Figure 1. Routing congestion (run 1).
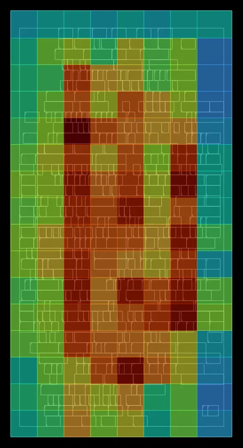
Figure 2. Where the registers sit (run 1).
The bar under the picture is 20 um long.
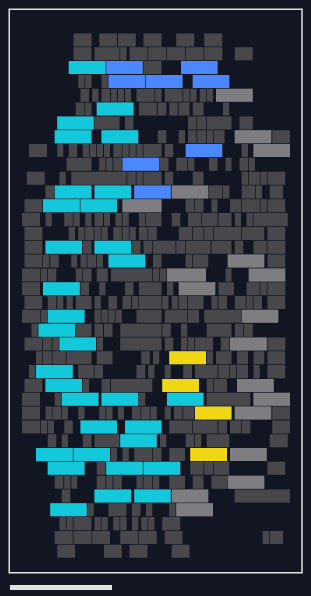
Figure 3. Port wiring (run 1).
The bar under the picture is 20 um long.
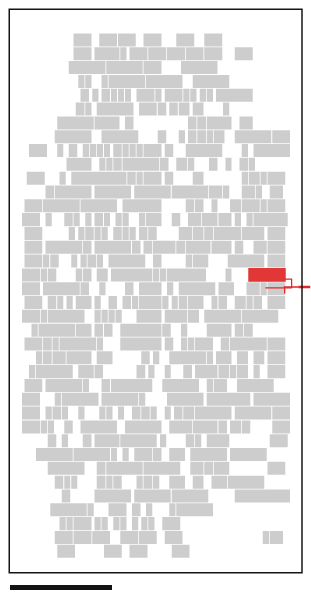
## config.mk

```make
export PLATFORM = sky130hd
export DESIGN_NAME = cle_key_sequencer
export DESIGN_NICKNAME = d
export VERILOG_FILES = /design/src/rtl/cle_seq_pkg.sv /design/src/rtl/cle_bus_arb.sv /design/src/rtl/cle_key_sequencer.sv
export SDC_FILE = /design/constraint.sdc
export NUM_CORES = 1
export LEC_CHECK = 0
export CORE_ASPECT_RATIO = 2
export CORE_MARGIN = 2
export CORE_UTILIZATION = 49
export DETAILED_ROUTE_END_ITERATION = 10
export GPL_TIMING_DRIVEN = 0
export PLACE_DENSITY = 0.8
export SLEW_MARGIN = 20
export SYNTH_ARGS = -nofsm -noshare
export SYNTH_HDL_FRONTEND = slang
export SYNTH_SLANG_ARGS = --single-unit
```

## constraint.sdc

```tcl
create_clock -name clk_i -period 2.4 [get_ports clk_i]
set_input_delay 0.24 -clock clk_i [delete_from_list [all_inputs] [get_ports clk_i]]
set_output_delay 0.24 -clock clk_i [all_outputs]
set_load 0.01 [all_outputs]
```

## src/rtl/cle_seq_pkg.sv

```systemverilog
// Shared definitions for the CLE361 key/lock sequencer.
//
// Contents:
//   seq_state_e  - sequencer FSM states
//   LOCK_BA13    - BA13 level that selects the lock region
//   LOCK_BA12    - BA12 level that selects the lock region
//   RESYNC_NIB   - nibble sent on the lock resync strobe; also the
//                  parked value of BA7..BA4 while the bus is not owned
//   idx_width()  - width of the strobe index counter
package cle_seq_pkg;

  typedef enum logic [2:0] {
    S_IDLE   = 3'd0,
    S_REQ    = 3'd1,
    S_SETUP  = 3'd2,
    S_STROBE = 3'd3,
    S_GAP    = 3'd4,
    S_FINISH = 3'd5
  } seq_state_e;

  localparam logic       LOCK_BA13  = 1'b0;
  localparam logic       LOCK_BA12  = 1'b1;
  localparam logic [3:0] RESYNC_NIB = 4'h0;

  // The index must be able to hold SEQ_LEN itself, which is the
  // saturated "all nibbles sent" value.
  function automatic int idx_width(input int seq_len);
    return $clog2(seq_len + 1);
  endfunction

endpackage

```

## src/rtl/cle_bus_arb.sv

```systemverilog
// Lock bus arbiter between the host and the key sequencer.
//
// Ports:
//   clk_i        system clock
//   rst_i        synchronous active-high reset
//   host_req_i   host wants the lock bus
//   seq_want_i   sequencer wants to own the bus in the next cycle
//   bus_free_o   host is neither requesting nor holding the bus
//   host_gnt_o   registered: host owns the bus
//   bus_own_o    registered: sequencer owns the bus
//
// A new sequencer ownership is only granted when the host is fully off
// the bus (request low and grant already dropped), so an in-flight host
// cycle is never preempted. Once owned, the sequencer keeps the bus for
// as long as it asks; host requests in that window are held off. Both
// grants are derived from the same next-state, so they can never be high
// together.
module cle_bus_arb (
  input  logic clk_i,
  input  logic rst_i,
  input  logic host_req_i,
  input  logic seq_want_i,
  output logic bus_free_o,
  output logic host_gnt_o,
  output logic bus_own_o
);

  logic host_gnt_q, host_gnt_d;
  logic bus_own_q, bus_own_d;

  assign bus_free_o = !host_req_i && !host_gnt_q;

  always_comb begin
    bus_own_d  = seq_want_i && (bus_own_q || bus_free_o);
    host_gnt_d = host_req_i && !bus_own_d;
  end

  always_ff @(posedge clk_i) begin
    if (rst_i) begin
      host_gnt_q <= 1'b0;
      bus_own_q  <= 1'b0;
    end else begin
      host_gnt_q <= host_gnt_d;
      bus_own_q  <= bus_own_d;
    end
  end

  assign host_gnt_o = host_gnt_q;
  assign bus_own_o  = bus_own_q;

endmodule

```

## src/rtl/cle_key_sequencer.sv

```systemverilog
// Bus-side sequencer for the CLE361 key/lock PAL.
//
// Takes the lock bus from the host, sends SEQ_LEN key nibbles on BA7..BA4
// (one single-cycle SSER strobe each, BA13=0/BA12=1/BR_W=1), samples SDRD
// on each strobe closing edge into resp, then hands the bus back.
//
// Parameters:
//   SEQ_LEN     nibbles per sequence (2..16)
//   GAP_CYCLES  idle cycles between strobes (1..15)
//
// Ports:
//   clk_i, rst_i         clock, synchronous active-high reset
//   start_i              pulse, begins a sequence (IDLE only)
//   abort_i              level, ends the sequence at the next strobe boundary
//   key_i                nibble list, nibble 0 = key_i[3:0] sent first
//   expect_i             expected response (verify build only)
//   host_req_i           host wants the lock bus
//   host_gnt_o           host owns the bus
//   bus_own_o            sequencer drives BA*/SSER/BR_W
//   sser_n_o             lock select, active low
//   ba13_o, ba12_o       region select
//   ba_nib_o             BA7..BA4
//   br_w_o               read strobe (1 = read)
//   sdrd_i               lock data bit
//   busy_o               sequence in progress
//   done_o               one-cycle completion pulse
//   resp_o               collected SDRD bits, bit i = strobe i
//   err_o                sticky until next start: abort or verify mismatch
//   dbg_state_o          current FSM state (seq_state_e encoding)
//
// Build option CLE_SEQ_VERIFY_EN: compare resp against expect_i at the end;
// on mismatch send one extra resync strobe with RESYNC_NIB and set err.
//
// Handshake: start_i is a one-cycle request honoured only in IDLE; done_o
// is a one-cycle pulse in the FINISH cycle, when busy_o drops. All outputs
// are registered and align with the state they describe.
module cle_key_sequencer
  import cle_seq_pkg::*;
#(
  parameter int SEQ_LEN    = 8,
  parameter int GAP_CYCLES = 2
) (
  input  logic                 clk_i,
  input  logic                 rst_i,
  input  logic                 start_i,
  input  logic                 abort_i,
  input  logic [4*SEQ_LEN-1:0] key_i,
  input  logic [SEQ_LEN-1:0]   expect_i,
  input  logic                 host_req_i,
  output logic                 host_gnt_o,
  output logic                 bus_own_o,
  output logic                 sser_n_o,
  output logic                 ba13_o,
  output logic                 ba12_o,
  output logic [3:0]           ba_nib_o,
  output logic                 br_w_o,
  input  logic                 sdrd_i,
  output logic                 busy_o,
  output logic                 done_o,
  output logic [SEQ_LEN-1:0]   resp_o,
  output logic                 err_o,
  output logic [2:0]           dbg_state_o
);

  localparam int IDX_W = idx_width(SEQ_LEN);

  seq_state_e state_q, state_d;
  logic [IDX_W-1:0]     idx_q, idx_d;
  logic [3:0]           gap_q, gap_d;
  logic [4*SEQ_LEN-1:0] key_q, key_d;
  logic [SEQ_LEN-1:0]   resp_q, resp_d;
  logic                 err_q, err_d;

  logic       sser_n_q, sser_n_d;
  logic       ba13_q, ba13_d;
  logic       ba12_q, ba12_d;
  logic [3:0] ba_nib_q, ba_nib_d;
  logic       br_w_q;
  logic       busy_q, busy_d;
  logic       done_q, done_d;

  logic       own_next;
  logic       bus_free;
  logic [3:0] nib_sel;

`ifdef CLE_SEQ_VERIFY_EN
  logic resync_q, resync_d;
  logic mismatch;
  assign mismatch = (resp_q != expect_i);
`else
  logic unused_expect;
  assign unused_expect = ^expect_i;
`endif

  cle_bus_arb u_arb (
    .clk_i      (clk_i),
    .rst_i      (rst_i),
    .host_req_i (host_req_i),
    .seq_want_i (own_next),
    .bus_free_o (bus_free),
    .host_gnt_o (host_gnt_o),
    .bus_own_o  (bus_own_o)
  );

  // Next-state and datapath.
  always_comb begin
    state_d = state_q;
    idx_d   = idx_q;
    gap_d   = gap_q;
    key_d   = key_q;
    resp_d  = resp_q;
    err_d   = err_q;
`ifdef CLE_SEQ_VERIFY_EN
    resync_d = resync_q;
`endif
    case (state_q)
      S_IDLE: begin
        if (start_i) begin
          key_d   = key_i;
          resp_d  = '0;
          err_d   = 1'b0;
          idx_d   = '0;
`ifdef CLE_SEQ_VERIFY_EN
          resync_d = 1'b0;
`endif
          state_d = S_REQ;
        end
      end
      S_REQ: begin
        if (bus_free) state_d = S_SETUP;
      end
      S_SETUP: begin
        if (abort_i) begin
          err_d   = 1'b1;
          state_d = S_FINISH;
        end else begin
          state_d = S_STROBE;
        end
      end
      S_STROBE: begin
        // Saturated index means a resync strobe: nothing is recorded.
        if (idx_q != IDX_W'(SEQ_LEN)) begin
          for (int i = 0; i < SEQ_LEN; i++) begin
            if (idx_q == IDX_W'(i)) resp_d[i] = sdrd_i;
          end
          idx_d = idx_q + IDX_W'(1);
        end
        gap_d   = '0;
        state_d = S_GAP;
      end
      S_GAP: begin
        if (abort_i) begin
          err_d   = 1'b1;
          state_d = S_FINISH;
        end else if (gap_q == 4'(GAP_CYCLES - 1)) begin
          if (idx_q != IDX_W'(SEQ_LEN)) begin
            state_d = S_SETUP;
          end
`ifdef CLE_SEQ_VERIFY_EN
          else if (!resync_q && mismatch) begin
            resync_d = 1'b1;
            state_d  = S_SETUP;
          end
`endif
          else begin
            state_d = S_FINISH;
          end
        end else begin
          gap_d = gap_q + 4'd1;
        end
      end
      S_FINISH: begin
`ifdef CLE_SEQ_VERIFY_EN
        err_d = err_q | mismatch;
`endif
        state_d = S_IDLE;
      end
      default: state_d = S_IDLE;
    endcase
  end

  // Nibble for the next SETUP. idx has already advanced on the previous
  // strobe edge, so idx_q points at the nibble about to be sent.
  always_comb begin
    nib_sel = RESYNC_NIB;
    for (int i = 0; i < SEQ_LEN; i++) begin
      if (idx_q == IDX_W'(i)) nib_sel = key_q[4*i +: 4];
    end
`ifdef CLE_SEQ_VERIFY_EN
    if (resync_d) nib_sel = RESYNC_NIB;
`endif
  end

  // Outputs are computed from the next state and registered, so each
  // output value lines up with the state it belongs to.
  always_comb begin
    own_next = (state_d == S_SETUP) || (state_d == S_STROBE) || (state_d == S_GAP);
    sser_n_d = (state_d != S_STROBE);
    ba13_d   = own_next ? LOCK_BA13 : 1'b0;
    ba12_d   = own_next ? LOCK_BA12 : 1'b0;
    ba_nib_d = RESYNC_NIB;
    if (state_d == S_SETUP) ba_nib_d = nib_sel;
    else if (own_next)      ba_nib_d = ba_nib_q;
    busy_d   = own_next || (state_d == S_REQ);
    done_d   = (state_d == S_FINISH);
  end

  always_ff @(posedge clk_i) begin
    if (rst_i) begin
      state_q  <= S_IDLE;
      idx_q    <= '0;
      gap_q    <= '0;
      key_q    <= '0;
      resp_q   <= '0;
      err_q    <= 1'b0;
      sser_n_q <= 1'b1;
      ba13_q   <= 1'b0;
      ba12_q   <= 1'b0;
      ba_nib_q <= 4'h0;
      br_w_q   <= 1'b1;
      busy_q   <= 1'b0;
      done_q   <= 1'b0;
    end else begin
      state_q  <= state_d;
      idx_q    <= idx_d;
      gap_q    <= gap_d;
      key_q    <= key_d;
      resp_q   <= resp_d;
      err_q    <= err_d;
      sser_n_q <= sser_n_d;
      ba13_q   <= ba13_d;
      ba12_q   <= ba12_d;
      ba_nib_q <= ba_nib_d;
      br_w_q   <= 1'b1;
      busy_q   <= busy_d;
      done_q   <= done_d;
    end
  end

`ifdef CLE_SEQ_VERIFY_EN
  always_ff @(posedge clk_i) begin
    if (rst_i) resync_q <= 1'b0;
    else       resync_q <= resync_d;
  end
`endif

  assign sser_n_o    = sser_n_q;
  assign ba13_o      = ba13_q;
  assign ba12_o      = ba12_q;
  assign ba_nib_o    = ba_nib_q;
  assign br_w_o      = br_w_q;
  assign busy_o      = busy_q;
  assign done_o      = done_q;
  assign resp_o      = resp_q;
  assign err_o       = err_q;
  assign dbg_state_o = state_q;

endmodule
```

==> results.txt, run 1 <==
Notes on the physical implementation.

- The sum of routed wire length over all layers is 7.046 mm, for reference.
- The destination of the critical timing path is gap_q[3]$_SDFFE_PP0P_, for reference.
- The most used routing layer in global routing is met2, for reference.
- The number of antenna-violating nets in the routed design is 0, for reference.
- The kind of critical path is reg -> reg, for reference.
- On met2, the global router reports a usage of 44.75%.
- The floorplan core area is 5468 um^2, for reference.
- The run finished with clean final reports.
- The filler-free cell count of the finished design is 475, for reference.
- The met1 usage is a little under a quarter, for reference.
- Setup repair after global routing left no endpoint under its margin.
- The count of antenna diodes in the layout is 0, for reference.
- The tap cell count is 60, for reference.
- The share of final layout cell area taken by clock buffers and inverters is 6.034%, for reference.
- A synthesized cell averages 8.192 um^2.
- Summed over all failing endpoints, the final setup total negative slack is 0 ps.
- The standard-cell row count is 38, for reference.
- The report lists the cells along the critical path as inv_1 > ha_1 > buf_2 > and3b_1 > o21ai_1 > and3_4 > nand3b_4 > or3_1 > a211oi_2.
- The number of vias in the routed layout is 2599, for reference.
- Warnings reported by Yosys during synthesis add up to 0.
- The class of the worst hold path is in -> reg, for reference.
- The synthesized flop and latch total is 62, for reference.
- Multi-input logic gates represent a cell area share of 38.41%.
- The layout-stage area growth over the synthesis result is 32.52%, for reference.
- The endpoint of the worst-slack reg-to-reg timing path is gap_q[3]$_SDFFE_PP0P_, for reference.
- The met3 capacity usage during global routing is 4.801%, for reference.
- The number of placed instances with taps included is ~460, for reference.
- The amount of wire on met2 after detailed routing is 3.975 mm, for reference.
- The total of hold buffers inserted after clock tree synthesis is 0, for reference.
- The group with the largest share of power is sequential cells, for reference.
- The clock buffers instantiated in the layout total 10.
- In the post-route analysis, the smallest setup slack over all paths is 123.7 ps.
- The netlist area before placement is 2785 um^2, for reference.
- Detailed-route iteration 0 reported a violation count of around 97.
- Sequential cells placed in the final layout were counted as between 60 and 70.
- The number of cells in the yosys synthesis report is 340, for reference.
- The critical path endpoint has a required time of roughly 2700 ps.
- The biggest slice of the area belongs to logic gates.
- The worst register-to-register path has a setup slack of around 120 ps.
- The insertion delay to the later sink of the worst-skew pair is 340 ps, for reference.
- The number of inserted filler cells in the final layout is 426, for reference.
- For reference, the top cells by area after synthesis are dfxtp_1 45%, nand2_1 11%, a21oi_1 9.9%, nor2_1 3.4%, mux4_2 3.2%.
- The share of power burned in registers is 45.0%, for reference.
- TritonCTS built the clock tree.
- According to the finish report, the design has a final net count of 462.
- The layout cell share with drive strength beyond 1 is 10.12%, for reference.
- For reference, the critical path is launched at idx_q[0]$_SDFFE_PP0P_.
- The count of cells along the worst hold path is 3, for reference.
## Picture notes: Figure 1
Avg WL per Cell: 14.83 um
share of the core filled with cells: 67.51%

## Picture notes: Figure 2
legend:
  key_q:
    color: cyan
    placed_flops: 32
  gap_q:
    color: yellow
    placed_flops: 4
  resp_o:
    color: blue
    placed_flops: 8
    where: north
not colored: 18
sequential cell power: 0.00112 W
total area of sequential cells: 1244 um^2
sequential share of cell area: 33.69%

## Picture notes: Figure 3
legend:
  host_gnt_o:
    color: red
    bits: 1
    direction: output
    edge: east
    end_cells: 1
    buffers: 1
    wire: 11.9 um
Port-buffer cells: 59
number of placed I/O pins: 70

-- run 1: cell usage in the layout, fill, tap and decap left out, types with 7 or more instances in the layout --
| cell type | instances |
|---|---|
| nand2_1 | 83 |
| dfxtp_1 | 60 |
| clkdlybuf4s50_1 | 59 |
| nor3_1 | 7 |
| clkbuf_8 | 10 |
| a21oi_1 | 55 |
| clkbuf_1 | 13 |
| nor2_1 | 25 |
| inv_1 | 8 |
-- run 1: logic make-up after synthesis --
kind of cell,count (synthesis),share of synthesized area (%)
compound gates,82,16.85
xor+xnor,2,0.6290
fa+ha+maj,6,2.695
buf+inv,32,4.986
flops,62,44.56
mux,10,5.391
other cells,2,0.2696
simple gates,144,24.62
==> run 1 -> run 2 <==
--- a/config.mk
+++ b/config.mk
@@ -7,10 +7,11 @@
 export LEC_CHECK = 0
 export CORE_ASPECT_RATIO = 2
 export CORE_MARGIN = 2
-export CORE_UTILIZATION = 49
+export CORE_UTILIZATION = 60
 export DETAILED_ROUTE_END_ITERATION = 10
+export DONT_BUFFER_PORTS = 1
 export GPL_TIMING_DRIVEN = 0
-export PLACE_DENSITY = 0.8
+export PLACE_DENSITY = 0.76
 export SLEW_MARGIN = 20
 export SYNTH_ARGS = -nofsm -noshare
 export SYNTH_HDL_FRONTEND = slang
Figure 4. Wiring by layer (run 2).
Two of the layers only.
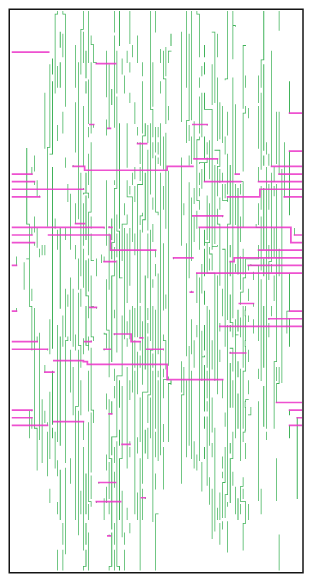
legend:
  M3:
    color: magenta
    wire_length: 366 um
  M2:
    color: green
    wire_length: 3880 um
Total Routed Length: 6.918 mm
Avg WL per Cell: 16.83 um
all-layer global routing usage: 28.80%
total via count after detailed routing: 2420

Figure 5. Routing congestion (run 2).
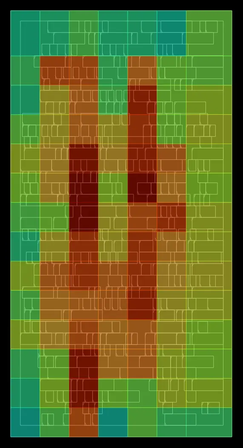
global routing usage on met3: 7.440%
grt met1 use: 25.96%
global routing met2 resource utilization: 52.19%
share of the core filled with cells: 67.94%

==> run 2 against run 1 <==
Effect of this change: clock power fell by 5%; non-clock buffer count fell by 58; global-route usage rose by 4.3 points; clock-buffer cell count rose by 2; die area fell by 17%; hold slack got worse by 410 ps; combinational power fell by 26%; clock skew rose by 1.8 ps; core utilization rose by 0.43 points; sequential power barely moved; area after synthesis did not move; critical endpoint is now ba_nib_o[0]$_SDFFE_PP0P_.
==> results.txt, run 2 <==
Notes on the physical implementation.

- The Yosys step of the flow raised 0 warnings.
- Wire segments on met3 add up to 366 um in the final route.
- Fill cells in the final layout number 416.
- The top achievable clock speed is 428.4 MHz, for reference.
- The weighted congestion at the end of routability-driven global placement is approximately 0.87, for reference.
- The number of flip-flops in the largest register is 32, for reference.
- The portion of synthesized area spent on multiplexers is around 5.4%.
- The fraction of final cell area spent on clock buffers and inverters in this run is 6.712%.
- The internal power of the cells totals 0.001741 W.
- The global router reports that the layer with the highest usage is met2.
- The tally of clock buffers in the finished layout is 12, for reference.
- In this run the power density over the cells is 757.4 nW/um^2.
- The min-delay analysis places its worst path in the category in -> reg.
- The cell type group with the largest total delay on the critical path is simple AND/OR/NAND/NOR gates, for reference.
- The critical path data required time is 2680 ps, for reference.
- Per the synthesis report, the simple-gate share of the synthesized area is 24.62%.
- The number of buffers on the longest clock path is 2, for reference.
- In this run, the synthesized area fraction spent on adder and majority cells is recorded as 2.695%.
- For the completed layout, the total cell area is recorded as about 3100 um^2.
- In the final design database the tool counted 404 nets.
- The critical path goes through inv_1 > ha_1 > clkbuf_4 > and3b_2 > nor4b_2 > o21a_1 > a31oi_2 > nor4b_4 > a22o_1.
- The group with the largest share of power is sequential cells, for reference.
- The violation tally recorded at the end of detailed-routing iteration 0 is approximately 50.
- TritonCTS built the clock tree.
- Headroom to the max-slew limit came out at 54.89%.
- Combinational cells account for around 11% of the total power.
- The floorplan core area is 4554 um^2, for reference.
- The layout-stage area growth over the synthesis result is 11.10%, for reference.
- The count of cells along the worst hold path is 2, for reference.
- Wire segments on met2 add up to 3.881 mm in the final route.
- The number of cell instances on the worst register-to-register path is 9, for reference.
- The relative area of non-clock buffer cells in the final design is 4.044%, for reference.
- Max-cap violations in this run came to 0.
- The number of distinct standard cells referenced by the synthesized netlist is 41, for reference.
- The number of multi-input combinational cells is roughly 250, for reference.
- The synthesized netlist devotes 16.85% of its cell area to compound gates.
- The launch point of the critical path is idx_q[0]$_SDFFE_PP0P_, for reference.
- The post-synthesis sequential area ratio is 44.56%, for reference.
- The flow reports power dissipated in sequential cells as 0.00113 W.
- In the placement report, post-DP HPWL is listed as about 5.1 mm.
- The share of power burned in registers is 48.1%, for reference.
- The count of antenna diodes in the layout is 0, for reference.
- The synthesized area divided by synthesized cell count is 8.192 um^2, for reference.
- The synthesized netlist devotes 0.6289% of its cell area to XOR and XNOR gates.
- Across the whole layout, multi-input logic makes up a little under half of the cell area.
- In the setup report, the worst path falls into the class reg -> reg.
- The endpoint of the worst-slack reg-to-reg timing path is ba_nib_o[0]$_SDFFE_PP0P_, for reference.
- Setup slack on the worst reg-to-reg path comes out at roughly 66 ps.
- The die covers 5236 um^2.
- The count of unresolved DRC violations after routing is 0, for reference.
- Setup violations remaining at the end of the flow were counted as 0.
- The standard-cell row count is 35, for reference.
- The register cell area after layout is 1244 um^2, for reference.
- Per the Yosys statistics, synthesis produced about 340 cells.
- The top cell types in the final layout, fill and taps aside, are 83 x nand2_1, 60 x dfxtp_1, 55 x a21oi_1.
- For this design, the slowest cell found on the critical path is nor4b_4.
- The destination of the critical timing path is ba_nib_o[0]$_SDFFE_PP0P_, for reference.
- Summing all placed instances gives a cell area of 2854 um^2.
- Among all cell classes, the greatest summed area belongs to logic gates.
- Per the post-CTS timing run, clock transition at the registers of the reported paths is 70 ps.
- Pin placement for this block handled ~70 I/O pins.
- The floorplan report lists the tap cell count as 55.
- The flop count is 62, for reference.
- The count of buffers from port buffering is 0, for reference.
- The leading cell type by number of instances after synthesis is nand2_1, for reference.
- Counting only logic cells after layout, the most numerous master is nand2_1.
- The fraction of cell area in sequential cells is reported as approximately 40%.
- For the combinational group, total power comes out at 0.000262 W.
- Before any placement, the netlist area is recorded as roughly 2800 um^2.
- The synthesized flop and latch total is 62, for reference.
- STA classifies the critical path startpoint as a flop.
- Counting every net in the synthesized netlist gives 392.
- The endpoint kind of the worst setup timing path is a flop, for reference.
- The layout cell share with drive strength beyond 1 is 12.08%, for reference.
- By area the synthesized netlist is led by dfxtp_1 45%, nand2_1 11%, a21oi_1 9.9%, nor2_1 3.4%, mux4_2 3.2%.
- The power report lists the clock group at 0.000955 W.
- The flow ran to the end, and the final reports show no timing, DRC or antenna violations.
- At the later pin of the worst-skew pair, clock insertion delay measures 340 ps.
- The main logic family after synthesis is simple AND/OR/NAND/NOR gates, for reference.
- The post-synth count of flops with an enable pin is 0.
- Looking at the critical path, the highest net fanout was 10.
- The number of antenna-violating nets in the routed design is 0, for reference.
- The register bank with the most flops is key_q, for reference.
- The largest clock skew in the final design is 7.929 ps, for reference.
[run 2: cell counts after synthesis]
No cell type changed its count.
[run 2: per-stage QoR]
stage	instances	util [%]	setup WS (ps)	setup TNS [ps]	power, W
final	411	67.94	65.79	0	0.002344
after detailed placement	395	62.66	-28.12	-52.74	0.001404
after floorplan	340	-	395.3	0	0.001338
after global placement	395	62.66	-3.736	-3.736	0.001397
after global routing	411	67.94	-42.50	-115.6	0.002427
after CTS	411	67.58	35.88	0	0.002343
[run 2: timing repair]
| item | 4_1_cts | 5_1_grt |
|---|---|---|
| endpoints found under the hold margin | 1 | 0 |
| hold buffers | 1 | 0 |
| gates resized | 1 | 11 |
| endpoints found under the setup margin | 5 | 7 |
| pin swaps | 0 | 2 |
==> run 2 -> run 3 <==
--- a/config.mk
+++ b/config.mk
@@ -6,8 +6,10 @@
 export NUM_CORES = 1
 export LEC_CHECK = 0
 export CORE_ASPECT_RATIO = 2
-export CORE_MARGIN = 2
+export CORE_MARGIN = 1.5
 export CORE_UTILIZATION = 60
+export CTS_BUF_LIST = sky130_fd_sc_hd__clkbuf_4 sky130_fd_sc_hd__clkbuf_8 sky130_fd_sc_hd__clkbuf_16
+export CTS_CLUSTER_DIAMETER = 60
 export DETAILED_ROUTE_END_ITERATION = 10
 export DONT_BUFFER_PORTS = 1
 export GPL_TIMING_DRIVEN = 0
Figure 6. Met1 routing (run 3).
The bar under the picture is 20 um long. Supply wires on this layer in gray. Cells faint in the background.
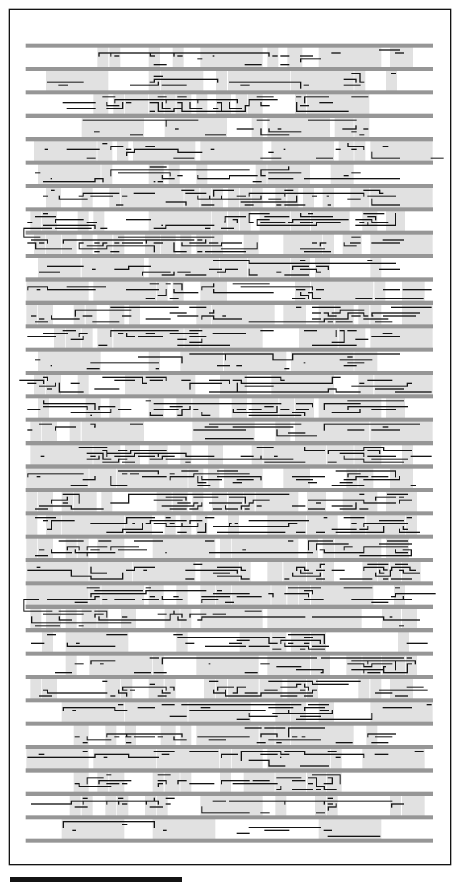
wire length on this layer: 2340 um
nets with wire on the layer: 365
main direction: horizontal
grt met1 use: 27.41%
total via count after detailed routing: 2356
Total Routed Length: 6.773 mm

Figure 7. Wiring by layer (run 3).
Two of the layers only.
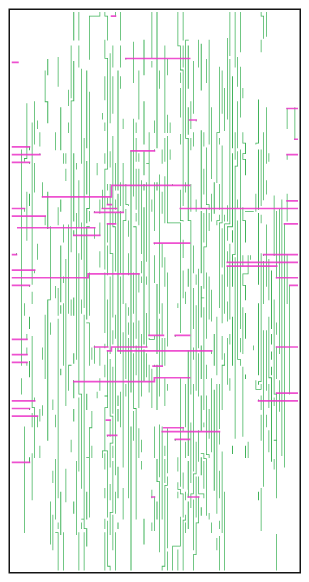
legend:
  M3:
    color: magenta
    wire_length: 301 um
  M2:
    color: green
    wire_length: 3890 um
Avg WL per Cell: 16.56 um
all-layer global routing usage: 29.17%

==> run 3 against run 2 <==
Effect of this change: register-to-register slack better by 50 ps; first-iteration DRC count grew 56%; clock skew increased by 4.7 ps; die area is 2.9% lower; wire length decreased by 2.1%; core utilization grew 1.9 points; clock-buffer cell count unchanged; clock power decreased by 8.5%; critical endpoint is now ba_nib_o[2]$_SDFFE_PP0P_.
==> results.txt, run 3 <==
Notes on the physical implementation.

- The net count of the finished layout is 404, for reference.
- The fraction of standard cell area in multi-input logic is between 40% and 50%, for reference.
- The number of I/O pins is 70, for reference.
- The run finished with clean final reports.
- Internal power comes to 0.001685 W.
- After floorplanning, the core was sized to cover 4382 um^2.
- The clock passes through at most 2 buffers.
- The power drawn by the sequential cells is around 0.0011 W, for reference.
- Detailed placement ended at an HPWL of 5.067 mm.
- The number of distinct standard cells referenced by the synthesized netlist is between 40 and 50, for reference.
- For reference, the most critical setup path is categorized as reg -> reg.
- Setup repair after global routing could not meet its margin everywhere.
- The violation tally recorded at the end of detailed-routing iteration 0 is 78.
- The top achievable clock speed is 438.4 MHz, for reference.
- The register cell area after layout is 1242 um^2, for reference.
- The clock network power consumption is between 0.0008 and 0.0009 W, for reference.
- The netlist area before placement is 2785 um^2, for reference.
- For this run, the register share of the synthesized area comes to roughly 45%.
- The cell type group with the largest total delay on the critical path is simple AND/OR/NAND/NOR gates, for reference.
- The share of power burned in registers is 49.8%, for reference.
- In the hold timing report, the worst path depth is 2.
- The combinational power reported by the tool is 0.000261 W.
- Summing the areas of all xor and xnor instances in the mapped netlist gives 0.6289% of the synthesized area.
- The layout cell share with drive strength beyond 1 is between 10% and 20%, for reference.
- Prior to clock tree synthesis, the placed netlist has a worst setup slack of 68.31 ps.
- In the final layout, non-clock buffers account for 3.964% of the cell area.
- The most area-hungry cell class in the final design is logic gates, for reference.
- According to the floorplan log, the row count is 34.
- The wire length on met3 is 300 um, for reference.
- The library cells used most frequently in the layout, excluding fill and tap cells, are 83 x nand2_1, 61 x dfxtp_1, 55 x a21oi_1.
- The register with the most flip-flops in the layout has 32 of them.
- The count of nets left with antenna violations once routing finished came out at 0.
- Summed over all nets, wire length on met2 after detailed routing comes to 3.886 mm.
- The tap cell count is 54, for reference.
- The flop count is 62, for reference.
- STA classifies the critical path startpoint as a flop.
- The report counts max-capacitance violations totalling 0.
- The power density over cell area is between 700 and 800 nW/um^2, for reference.
- Fill cells in the final layout number 376.
- The congestion estimate from routability-driven global placement came to approximately 0.86.
- The area share of fa/ha/maj cells after synthesis is 2.695%, for reference.
- The endpoint identified for the worst register-to-register timing path is ba_nib_o[2]$_SDFFE_PP0P_.
- Counting flops and latches in the post-synthesis netlist gives between 60 and 70.
- For the final database, setup skew stands at 12.65 ps.
- The largest fanout on the critical path is 10, for reference.
- Relative to the synthesized area, the layout overhead comes to 9.928%.
- The count of unresolved DRC violations after routing is 0, for reference.
- Of the total power, combinational logic draws 11.6%.
- The register bank with the most flops is key_q, for reference.
- The data required time reported for the critical path is about 2700 ps.
- Of the post-synthesis cell area, the part taken by muxes is 5.391%.
- The number of multi-input combinational cells is 246, for reference.
- The most frequently used library cell after synthesis is nand2_1.
run 3: cell counts after synthesis:
Identical to the previous run, type by type.
run 3: what timing repair did:
item	in CTS	in global routing
gates resized	0	8
hold buffers	0	1
setup endpoints to repair	0	8
endpoints found under the hold margin	0	1
run 3: stage by stage:
| stage | total power [W] | cells | util [%] | TNS [ps] |
|---|---|---|---|---|
| after global routing | 0.002350 | 409 | 69.87 | -38.04 |
| after detailed placement | 0.001405 | 394 | 65.11 | 0 |
| final | 0.002261 | 409 | 69.87 | 0 |
| after floorplan | 0.001338 | 340 | - | 0 |
| after CTS | 0.002252 | 408 | 69.25 | 0 |
| after global placement | 0.001397 | 394 | 65.11 | 0 |
run 3: metal layers:
metal	track usage, %	vias up
li1	-	1178
met1	27.41	1088
met2	55.34	71
met3	6.607	19
met4	15.18	0
met5	0	-
Power and IR drop assume default switching activity.
